File: config.mk
export PLATFORM = sky130hd
export DESIGN_NAME = axi4lite_master_bridge_flat
export DESIGN_NICKNAME = d
export VERILOG_FILES = /design/src/rtl/axi4lite_master_bridge_pkg.sv /design/src/rtl/axi4lite_master_bridge_if.sv /design/src/rtl/axi4lite_master_bridge_timer.sv /design/src/rtl/axi4lite_master_bridge.sv /design/src/flat_wrapper.sv
export SDC_FILE = /design/constraint.sdc
export NUM_CORES = 1
export LEC_CHECK = 0
export ABC_AREA = 1
export CAP_MARGIN = 20
export CORE_UTILIZATION = 40
export DETAILED_ROUTE_END_ITERATION = 6
export PLACE_DENSITY_LB_ADDON = 0.05
export SYNTH_ARGS = -nofsm -noshare
export SYNTH_HDL_FRONTEND = slang
export SYNTH_SLANG_ARGS = --single-unit
File: constraint.sdc
create_clock -name aclk -period 2.9 [get_ports aclk]
set_input_delay 0.87 -clock aclk [delete_from_list [all_inputs] [get_ports aclk]]
set_output_delay 0.87 -clock aclk [all_outputs]
set_load 0.1 [all_outputs]
File: src/rtl/axi4lite_master_bridge_pkg.sv
// Shared types and constants for the AXI4-Lite master bridge.
package axi4lite_master_bridge_pkg;

   localparam int unsigned DATA_W  = 32;
   localparam int unsigned STRB_W  = 4;
   localparam int unsigned PROT_W  = 3;
   localparam int unsigned RESP_W  = 2;
   localparam int unsigned STATE_W = 3;

   localparam logic [RESP_W-1:0] RESP_OKAY   = 2'b00;
   localparam logic [RESP_W-1:0] RESP_EXOKAY = 2'b01;
   localparam logic [RESP_W-1:0] RESP_SLVERR = 2'b10;
   localparam logic [RESP_W-1:0] RESP_DECERR = 2'b11;

   localparam logic [STATE_W-1:0] ST_IDLE_ENC    = 3'd0;
   localparam logic [STATE_W-1:0] ST_WR_ENC      = 3'd1;
   localparam logic [STATE_W-1:0] ST_WR_RESP_ENC = 3'd2;
   localparam logic [STATE_W-1:0] ST_RD_ADDR_ENC = 3'd3;
   localparam logic [STATE_W-1:0] ST_RD_DATA_ENC = 3'd4;

   typedef enum logic [STATE_W-1:0] {
      ST_IDLE    = ST_IDLE_ENC,
      ST_WR      = ST_WR_ENC,
      ST_WR_RESP = ST_WR_RESP_ENC,
      ST_RD_ADDR = ST_RD_ADDR_ENC,
      ST_RD_DATA = ST_RD_DATA_ENC
   } state_e;

   // Write payload latched at request acceptance.
   typedef struct packed {
      logic [DATA_W-1:0] wdata;
      logic [STRB_W-1:0] wstrb;
   } wr_payload_t;

   // SLVERR and DECERR both report as a host-visible error.
   function automatic logic resp_is_err(input logic [RESP_W-1:0] resp);
      return (resp == RESP_SLVERR) || (resp == RESP_DECERR);
   endfunction

endpackage

File: src/rtl/axi4lite_master_bridge_if.sv
// AXI4-Lite bus bundle with master and slave views.
interface axi4lite_master_bridge_if
   import axi4lite_master_bridge_pkg::*;
#(
   parameter int unsigned ADDR_W = 32
);

   logic                awvalid;
   logic                awready;
   logic [ADDR_W-1:0]   awaddr;
   logic [PROT_W-1:0]   awprot;
   logic                wvalid;
   logic                wready;
   logic [DATA_W-1:0]   wdata;
   logic [STRB_W-1:0]   wstrb;
   logic                bvalid;
   logic                bready;
   logic [RESP_W-1:0]   bresp;
   logic                arvalid;
   logic                arready;
   logic [ADDR_W-1:0]   araddr;
   logic [PROT_W-1:0]   arprot;
   logic                rvalid;
   logic                rready;
   logic [DATA_W-1:0]   rdata;
   logic [RESP_W-1:0]   rresp;

   modport master (
      output awvalid, awaddr, awprot,
      input  awready,
      output wvalid, wdata, wstrb,
      input  wready,
      input  bvalid, bresp,
      output bready,
      output arvalid, araddr, arprot,
      input  arready,
      input  rvalid, rdata, rresp,
      output rready
   );

   modport slave (
      input  awvalid, awaddr, awprot,
      output awready,
      input  wvalid, wdata, wstrb,
      output wready,
      output bvalid, bresp,
      input  bready,
      input  arvalid, araddr, arprot,
      output arready,
      output rvalid, rdata, rresp,
      input  rready
   );

endinterface

File: src/rtl/axi4lite_master_bridge_timer.sv
// Transaction watchdog counter; only built when AXI4LITE_MST_TIMEOUT_EN is defined.
// expire_o is high while the count sits at TIMEOUT_CYCLES-1.
`ifdef AXI4LITE_MST_TIMEOUT_EN
module axi4lite_mst_timer #(
   parameter int unsigned TIMEOUT_CYCLES = 1024
) (
   input  logic aclk,
   input  logic areset_n,
   input  logic load_i,
   input  logic en_i,
   output logic expire_o
);

   localparam int unsigned CNT_W = $clog2(TIMEOUT_CYCLES + 1);

   logic [CNT_W-1:0] cnt_q, cnt_d;
   logic             expire_q, expire_d;

   // Clear on load, count while enabled; expiry is precomputed from the next count.
   always_comb begin
      cnt_d = cnt_q;
      if (load_i) begin
         cnt_d = '0;
      end else if (en_i) begin
         cnt_d = cnt_q + CNT_W'(1);
      end
      expire_d = (cnt_d == CNT_W'(TIMEOUT_CYCLES - 1));
   end

   // Counter and expiry registers.
   always_ff @(posedge aclk) begin
      if (!areset_n) begin
         cnt_q    <= '0;
         expire_q <= 1'b0;
      end else begin
         cnt_q    <= cnt_d;
         expire_q <= expire_d;
      end
   end

   assign expire_o = expire_q;

endmodule
`endif

File: src/rtl/axi4lite_master_bridge.sv
// Host request/response port to single-outstanding AXI4-Lite master.
// Optional watchdog abort enabled by defining AXI4LITE_MST_TIMEOUT_EN.
module axi4lite_master_bridge
   import axi4lite_master_bridge_pkg::*;
#(
   parameter int unsigned       ADDR_W         = 32,
   parameter logic [PROT_W-1:0] PROT           = 3'b000,
   parameter int unsigned       TIMEOUT_CYCLES = 1024
) (
   input  logic                 aclk,
   input  logic                 areset_n,
   input  logic                 req_valid_i,
   output logic                 req_ready_o,
   input  logic                 req_we_i,
   input  logic [ADDR_W-1:0]    req_addr_i,
   input  logic [DATA_W-1:0]    req_wdata_i,
   input  logic [STRB_W-1:0]    req_wstrb_i,
   output logic                 rsp_valid_o,
   output logic [DATA_W-1:0]    rsp_rdata_o,
   output logic                 rsp_err_o,
   output logic                 rsp_timeout_o,
   axi4lite_master_bridge_if.master m_axi
);

   state_e            state_q, state_d;
   logic              req_ready_q, req_ready_d;
   logic              awvalid_q, awvalid_d;
   logic              wvalid_q, wvalid_d;
   logic              bready_q, bready_d;
   logic              arvalid_q, arvalid_d;
   logic              rready_q, rready_d;
   logic [ADDR_W-1:0] addr_q, addr_d;
   wr_payload_t       wpay_q, wpay_d;
   logic              rsp_valid_q, rsp_valid_d;
   logic [DATA_W-1:0] rsp_rdata_q, rsp_rdata_d;
   logic              rsp_err_q, rsp_err_d;
   logic              rsp_timeout_q, rsp_timeout_d;

   logic              accept_c;
   logic              complete_c;
   logic              expire_c;

   assign accept_c   = req_valid_i && req_ready_q;
   assign complete_c = ((state_q == ST_WR_RESP) && m_axi.bvalid) ||
                       ((state_q == ST_RD_DATA) && m_axi.rvalid);

`ifdef AXI4LITE_MST_TIMEOUT_EN
   logic timer_load_c;
   logic timer_en_c;

   assign timer_load_c = (state_q == ST_IDLE) && accept_c;
   assign timer_en_c   = (state_q != ST_IDLE);

   axi4lite_mst_timer #(
      .TIMEOUT_CYCLES (TIMEOUT_CYCLES)
   ) u_timer (
      .aclk     (aclk),
      .areset_n (areset_n),
      .load_i   (timer_load_c),
      .en_i     (timer_en_c),
      .expire_o (expire_c)
   );
`else
   logic unused_timeout_cfg;

   assign expire_c           = 1'b0;
   assign unused_timeout_cfg = ^32'(TIMEOUT_CYCLES);
`endif

   // Next-state and registered-output logic; watchdog abort overrides at the end.
   always_comb begin
      state_d       = state_q;
      awvalid_d     = awvalid_q;
      wvalid_d      = wvalid_q;
      bready_d      = bready_q;
      arvalid_d     = arvalid_q;
      rready_d      = rready_q;
      addr_d        = addr_q;
      wpay_d        = wpay_q;
      rsp_valid_d   = 1'b0;
      rsp_rdata_d   = rsp_rdata_q;
      rsp_err_d     = rsp_err_q;
      rsp_timeout_d = rsp_timeout_q;

      case (state_q)
         ST_IDLE: begin
            bready_d = 1'b0;
            rready_d = 1'b0;
            if (accept_c) begin
               addr_d       = req_addr_i;
               wpay_d.wdata = req_wdata_i;
               wpay_d.wstrb = req_wstrb_i;
               if (req_we_i) begin
                  state_d   = ST_WR;
                  awvalid_d = 1'b1;
                  wvalid_d  = 1'b1;
               end else begin
                  state_d   = ST_RD_ADDR;
                  arvalid_d = 1'b1;
               end
            end
         end
         ST_WR: begin
            awvalid_d = awvalid_q && !m_axi.awready;
            wvalid_d  = wvalid_q && !m_axi.wready;
            if (!awvalid_d && !wvalid_d) begin
               state_d  = ST_WR_RESP;
               bready_d = 1'b1;
            end
         end
         ST_WR_RESP: begin
            if (m_axi.bvalid) begin
               state_d       = ST_IDLE;
               bready_d      = 1'b0;
               rsp_valid_d   = 1'b1;
               rsp_err_d     = resp_is_err(m_axi.bresp);
               rsp_timeout_d = 1'b0;
            end
         end
         ST_RD_ADDR: begin
            if (m_axi.arready) begin
               state_d   = ST_RD_DATA;
               arvalid_d = 1'b0;
               rready_d  = 1'b1;
            end
         end
         ST_RD_DATA: begin
            if (m_axi.rvalid) begin
               state_d       = ST_IDLE;
               rready_d      = 1'b0;
               rsp_valid_d   = 1'b1;
               rsp_rdata_d   = m_axi.rdata;
               rsp_err_d     = resp_is_err(m_axi.rresp);
               rsp_timeout_d = 1'b0;
            end
         end
         default: begin
            state_d   = ST_IDLE;
            awvalid_d = 1'b0;
            wvalid_d  = 1'b0;
            bready_d  = 1'b0;
            arvalid_d = 1'b0;
            rready_d  = 1'b0;
         end
      endcase

      // Watchdog expiry without a completing B/R handshake abandons the transaction.
      if (expire_c && (state_q != ST_IDLE) && !complete_c) begin
         state_d       = ST_IDLE;
         awvalid_d     = 1'b0;
         wvalid_d      = 1'b0;
         bready_d      = 1'b0;
         arvalid_d     = 1'b0;
         rready_d      = 1'b0;
         rsp_valid_d   = 1'b1;
         rsp_rdata_d   = '0;
         rsp_err_d     = 1'b1;
         rsp_timeout_d = 1'b1;
      end

      req_ready_d = (state_d == ST_IDLE);
   end

   // State and output registers with synchronous reset.
   always_ff @(posedge aclk) begin
      if (!areset_n) begin
         state_q       <= ST_IDLE;
         req_ready_q   <= 1'b1;
         awvalid_q     <= 1'b0;
         wvalid_q      <= 1'b0;
         bready_q      <= 1'b0;
         arvalid_q     <= 1'b0;
         rready_q      <= 1'b0;
         addr_q        <= '0;
         wpay_q        <= '0;
         rsp_valid_q   <= 1'b0;
         rsp_rdata_q   <= '0;
         rsp_err_q     <= 1'b0;
         rsp_timeout_q <= 1'b0;
      end else begin
         state_q       <= state_d;
         req_ready_q   <= req_ready_d;
         awvalid_q     <= awvalid_d;
         wvalid_q      <= wvalid_d;
         bready_q      <= bready_d;
         arvalid_q     <= arvalid_d;
         rready_q      <= rready_d;
         addr_q        <= addr_d;
         wpay_q        <= wpay_d;
         rsp_valid_q   <= rsp_valid_d;
         rsp_rdata_q   <= rsp_rdata_d;
         rsp_err_q     <= rsp_err_d;
         rsp_timeout_q <= rsp_timeout_d;
      end
   end

   assign req_ready_o   = req_ready_q;
   assign rsp_valid_o   = rsp_valid_q;
   assign rsp_rdata_o   = rsp_rdata_q;
   assign rsp_err_o     = rsp_err_q;
   assign rsp_timeout_o = rsp_timeout_q;

   assign m_axi.awvalid = awvalid_q;
   assign m_axi.awaddr  = addr_q;
   assign m_axi.awprot  = PROT;
   assign m_axi.wvalid  = wvalid_q;
   assign m_axi.wdata   = wpay_q.wdata;
   assign m_axi.wstrb   = wpay_q.wstrb;
   assign m_axi.bready  = bready_q;
   assign m_axi.arvalid = arvalid_q;
   assign m_axi.araddr  = addr_q;
   assign m_axi.arprot  = PROT;
   assign m_axi.rready  = rready_q;

endmodule

File: src/flat_wrapper.sv
// flat-port wrapper written by rule: the top's interface ports become plain ports
module axi4lite_master_bridge_flat import axi4lite_master_bridge_pkg::*;
#(
   parameter int unsigned       ADDR_W         = 32,
   parameter logic [PROT_W-1:0] PROT           = 3'b000,
   parameter int unsigned       TIMEOUT_CYCLES = 1024
)
  (aclk, areset_n, req_valid_i, req_ready_o, req_we_i, req_addr_i, req_wdata_i, req_wstrb_i, rsp_valid_o, rsp_rdata_o, rsp_err_o, rsp_timeout_o, m_axi_awvalid, m_axi_awaddr, m_axi_awprot, m_axi_awready, m_axi_wvalid, m_axi_wdata, m_axi_wstrb, m_axi_wready, m_axi_bvalid, m_axi_bresp, m_axi_bready, m_axi_arvalid, m_axi_araddr, m_axi_arprot, m_axi_arready, m_axi_rvalid, m_axi_rdata, m_axi_rresp, m_axi_rready);
  axi4lite_master_bridge_if #(.ADDR_W(ADDR_W)) m_axi_i ();
  input  logic aclk;
  input  logic areset_n;
  input  logic req_valid_i;
  output logic req_ready_o;
  input  logic req_we_i;
  input  logic [ADDR_W-1:0] req_addr_i;
  input  logic [DATA_W-1:0] req_wdata_i;
  input  logic [STRB_W-1:0] req_wstrb_i;
  output logic rsp_valid_o;
  output logic [DATA_W-1:0] rsp_rdata_o;
  output logic rsp_err_o;
  output logic rsp_timeout_o;
  output wire logic [$bits(m_axi_i.awvalid)-1:0] m_axi_awvalid;
  output wire logic [$bits(m_axi_i.awaddr)-1:0] m_axi_awaddr;
  output wire logic [$bits(m_axi_i.awprot)-1:0] m_axi_awprot;
  input wire logic [$bits(m_axi_i.awready)-1:0] m_axi_awready;
  output wire logic [$bits(m_axi_i.wvalid)-1:0] m_axi_wvalid;
  output wire logic [$bits(m_axi_i.wdata)-1:0] m_axi_wdata;
  output wire logic [$bits(m_axi_i.wstrb)-1:0] m_axi_wstrb;
  input wire logic [$bits(m_axi_i.wready)-1:0] m_axi_wready;
  input wire logic [$bits(m_axi_i.bvalid)-1:0] m_axi_bvalid;
  input wire logic [$bits(m_axi_i.bresp)-1:0] m_axi_bresp;
  output wire logic [$bits(m_axi_i.bready)-1:0] m_axi_bready;
  output wire logic [$bits(m_axi_i.arvalid)-1:0] m_axi_arvalid;
  output wire logic [$bits(m_axi_i.araddr)-1:0] m_axi_araddr;
  output wire logic [$bits(m_axi_i.arprot)-1:0] m_axi_arprot;
  input wire logic [$bits(m_axi_i.arready)-1:0] m_axi_arready;
  input wire logic [$bits(m_axi_i.rvalid)-1:0] m_axi_rvalid;
  input wire logic [$bits(m_axi_i.rdata)-1:0] m_axi_rdata;
  input wire logic [$bits(m_axi_i.rresp)-1:0] m_axi_rresp;
  output wire logic [$bits(m_axi_i.rready)-1:0] m_axi_rready;
  assign m_axi_awvalid = m_axi_i.awvalid;
  assign m_axi_awaddr = m_axi_i.awaddr;
  assign m_axi_awprot = m_axi_i.awprot;
  assign m_axi_i.awready = m_axi_awready;
  assign m_axi_wvalid = m_axi_i.wvalid;
  assign m_axi_wdata = m_axi_i.wdata;
  assign m_axi_wstrb = m_axi_i.wstrb;
  assign m_axi_i.wready = m_axi_wready;
  assign m_axi_i.bvalid = m_axi_bvalid;
  assign m_axi_i.bresp = m_axi_bresp;
  assign m_axi_bready = m_axi_i.bready;
  assign m_axi_arvalid = m_axi_i.arvalid;
  assign m_axi_araddr = m_axi_i.araddr;
  assign m_axi_arprot = m_axi_i.arprot;
  assign m_axi_i.arready = m_axi_arready;
  assign m_axi_i.rvalid = m_axi_rvalid;
  assign m_axi_i.rdata = m_axi_rdata;
  assign m_axi_i.rresp = m_axi_rresp;
  assign m_axi_rready = m_axi_i.rready;
  axi4lite_master_bridge #(.ADDR_W(ADDR_W), .PROT(PROT), .TIMEOUT_CYCLES(TIMEOUT_CYCLES)) u_core (.aclk(aclk), .areset_n(areset_n), .req_valid_i(req_valid_i), .req_ready_o(req_ready_o), .req_we_i(req_we_i), .req_addr_i(req_addr_i), .req_wdata_i(req_wdata_i), .req_wstrb_i(req_wstrb_i), .rsp_valid_o(rsp_valid_o), .rsp_rdata_o(rsp_rdata_o), .rsp_err_o(rsp_err_o), .rsp_timeout_o(rsp_timeout_o), .m_axi(m_axi_i));
endmodule
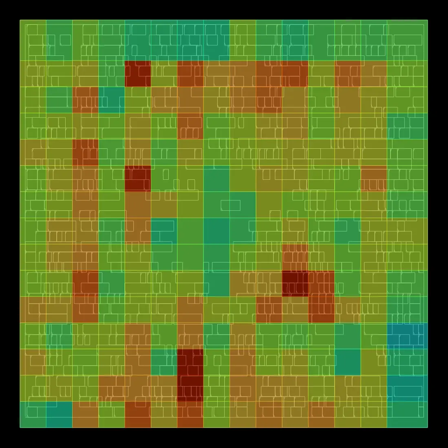
*Routing congestion map, run 1*
gr busiest metal: met2
met2 GRT Util: 37.4%
grt met3 use: 7.75%
GRT met1 Usage: 24.1%
total track usage: 21.3%

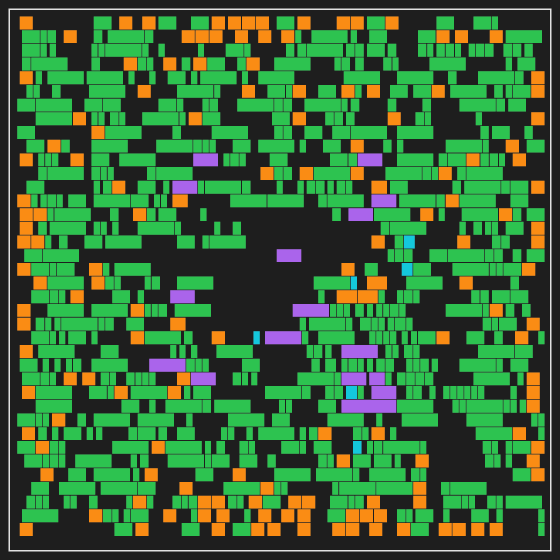
*Drive-strength map, run 1*
- drive 2: cyan (cells 6; share 0.77%)
- drive 6 and up: purple (cells 16; share 2.1%)
- drive 3 to 4: orange (cells 150; share 19%)
- drive 1 or less: green (cells 608; share 78%)

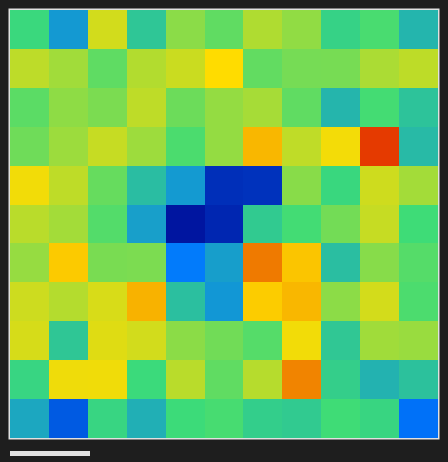
*Cell area per tile, run 1*
Scale bar: 20 um. The die is cut into 11 by 11 equal tiles; dark blue is low, red is high, 0 to 100% covered.
- fullest tile: 93%
- emptiest ninth of the die: center
- mean over tiles: 56%
- tiles over 75% full: 8.3%

==> qor.txt, run 1 <==
Status = completed
Adder Area Share = 0%
Detail Route Antenna Nets = 0
Dpl cell area = 6350 sq um
Crit. Startpoint = req_valid_i
TritonRoute pass-1 iters = 6
Combinational share of cell area = 25.4%
Largest net degree at the start of global routing = 76
WP data required = 3.16 ns
Crit path kind = in -> reg
Final Hold Fails = 0
Comb area leader = simple AND/OR/NAND/NOR gates
Row cnt = 38
Yosys Instances = 575
Fill count = 980
Maximum VDD drop = 839 uV
Yosys xor share = 0%
Overflow after GRT = 0
Clk network pwr share = 11.1%
Hold Startpoint = u_core.m_axi.rready$_SDFFE_PN0P_
Deepest clock path buffer count = 2
Tap cells = 140
Die width = 107 um
Largest cells by area = dfxtp_1 (50%), nor2_1 (13%), o21ai_0 (7.9%)
==> run 2, diff against run 1 <==
--- a/config.mk
+++ b/config.mk
@@ -7,7 +7,7 @@
 export LEC_CHECK = 0
 export ABC_AREA = 1
 export CAP_MARGIN = 20
-export CORE_UTILIZATION = 40
+export CORE_UTILIZATION = 34
 export DETAILED_ROUTE_END_ITERATION = 6
 export PLACE_DENSITY_LB_ADDON = 0.05
 export SYNTH_ARGS = -nofsm -noshare
==> constraint.sdc (replaced) <==
create_clock -name aclk -period 1.9 [get_ports aclk]
set_input_delay 0.57 -clock aclk [delete_from_list [all_inputs] [get_ports aclk]]
set_output_delay 0.57 -clock aclk [all_outputs]
set_load 0.1 [all_outputs]
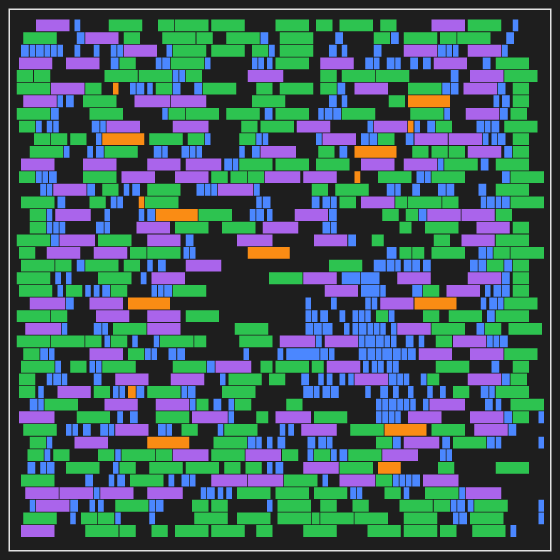
*Cell classes on the final placement, run 2*
- flops: purple (cells 111)
- all other logic: blue (cells 396)
- other buffers and delay cells: green (cells 266)
- clock drivers and dummy loads: orange (cells 15)

==> qor.txt, run 2 <==
CP Capture Type = flip-flop (unchanged)
Die area = 13,500 sq um (was 11,500 sq um)
GPL Wtd Cong = 0.815 (was 0.852)
Combinational share of cell area = 19.6% (was 25.4%)
Adder Area Share = 0% (unchanged)
Hold Startpoint = u_core.m_axi.rready$_SDFFE_PN0P_ (unchanged)
TritonRoute pass-1 iters = 4 (was 6)
Tap cells = 172 (was 140)
Largest cells by area = dfxtp_1 (50%), nor2_1 (13%), o21ai_0 (7.9%) (unchanged)
Clk latency late pin = 0.34 ns (was 0.36 ns)
Yosys xor share = 0% (unchanged)
Overflow after GRT = 0 (unchanged)
Synth Register Bits = 111 (unchanged)
Residual DRC = 0 (unchanged)
Switch share = 53.6% (was 61.1%)
Deepest clock path buffer count = 2 (unchanged)
Largest delay contributor family on the critical path = buffers and inverters (unchanged)
Antenna diode count = 0 (unchanged)
Yosys Instances = 575 (unchanged)
Final std cells w/o fill = 960 (was 920)
Largest net degree at the start of global routing = 59 (was 76)
Fill count = 1,011 (was 980)
Top Layout Cells = nor2_1 (149), buf_12 (143), clkdlybuf4s50_1 (109) (was nor2_1 (149), buf_4 (144), dfxtp_1 (111))
Comb area leader = simple AND/OR/NAND/NOR gates (unchanged)
Synth cell count leaders = nor2_1 (149), dfxtp_1 (111), o21ai_0 (70) (unchanged)
Maximum VDD drop = 1130 uV (was 839 uV)
RSZ-0062 raised after global routing = no (unchanged)
WP data required = 2.17 ns (was 3.16 ns)
Met3 wire length = 1.29 mm (was 1.16 mm)
Status = completed (unchanged)
RR Endpoint = u_core.req_ready_o$_SDFF_PN1_ (was u_core.rsp_rdata_o[10]$_SDFFE_PN0P_)
GRT met1 Usage = 22.3% (was 24.1%)
Clk network pwr share = 10.8% (was 11.1%)
Crit path kind = in -> reg (unchanged)
Total track usage = 20.8% (was 21.3%)
Met2 GRT Util = 36.8% (was 37.4%)
Met2 wire len = 7.12 mm (was 6.21 mm)
Critical path cell sequence = clkdlybuf4s50_1 > nand2_1 > nor2_8 > buf_12 > o21ai_0 > nor2_1 (was clkdlybuf4s50_1 > nand2_1 > nor2_8 > inv_2 > buf_12 > nor2_1 > nor2_1)
Min Tclk post-route = 1.61 ns
Final Hold Fails = 0 (unchanged)
Dpl cell area = 8270 sq um (was 6350 sq um)
Area fraction in compound gates = 12.7% (unchanged)
Gr busiest metal = met2 (unchanged)
Die width = 116 um (was 107 um)
Grt met3 use = 8.20% (was 7.75%)
Row cnt = 41 (was 38)
Crit. Startpoint = req_valid_i (unchanged)
Detail Route Antenna Nets = 0 (unchanged)
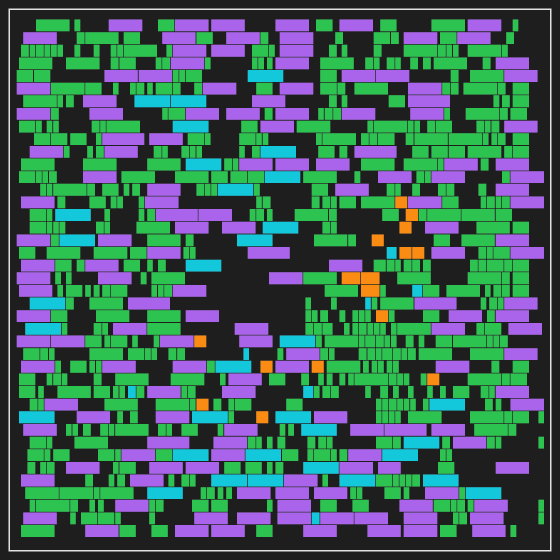
*Drive-strength map, run 2*
- drive 3 to 4: orange (cells 16; share 2.0%)
- drive 1 or less: green (cells 578; share 73%)
- drive 2: cyan (cells 40; share 5.1%)
- drive 6 and up: purple (cells 154; share 20%)
final worst slack: 0.287 ns
Layout area overhead: 92.4%
post-route cell area: 8530 sq um

No activity file was given, so power comes from the tool's default toggle rates.
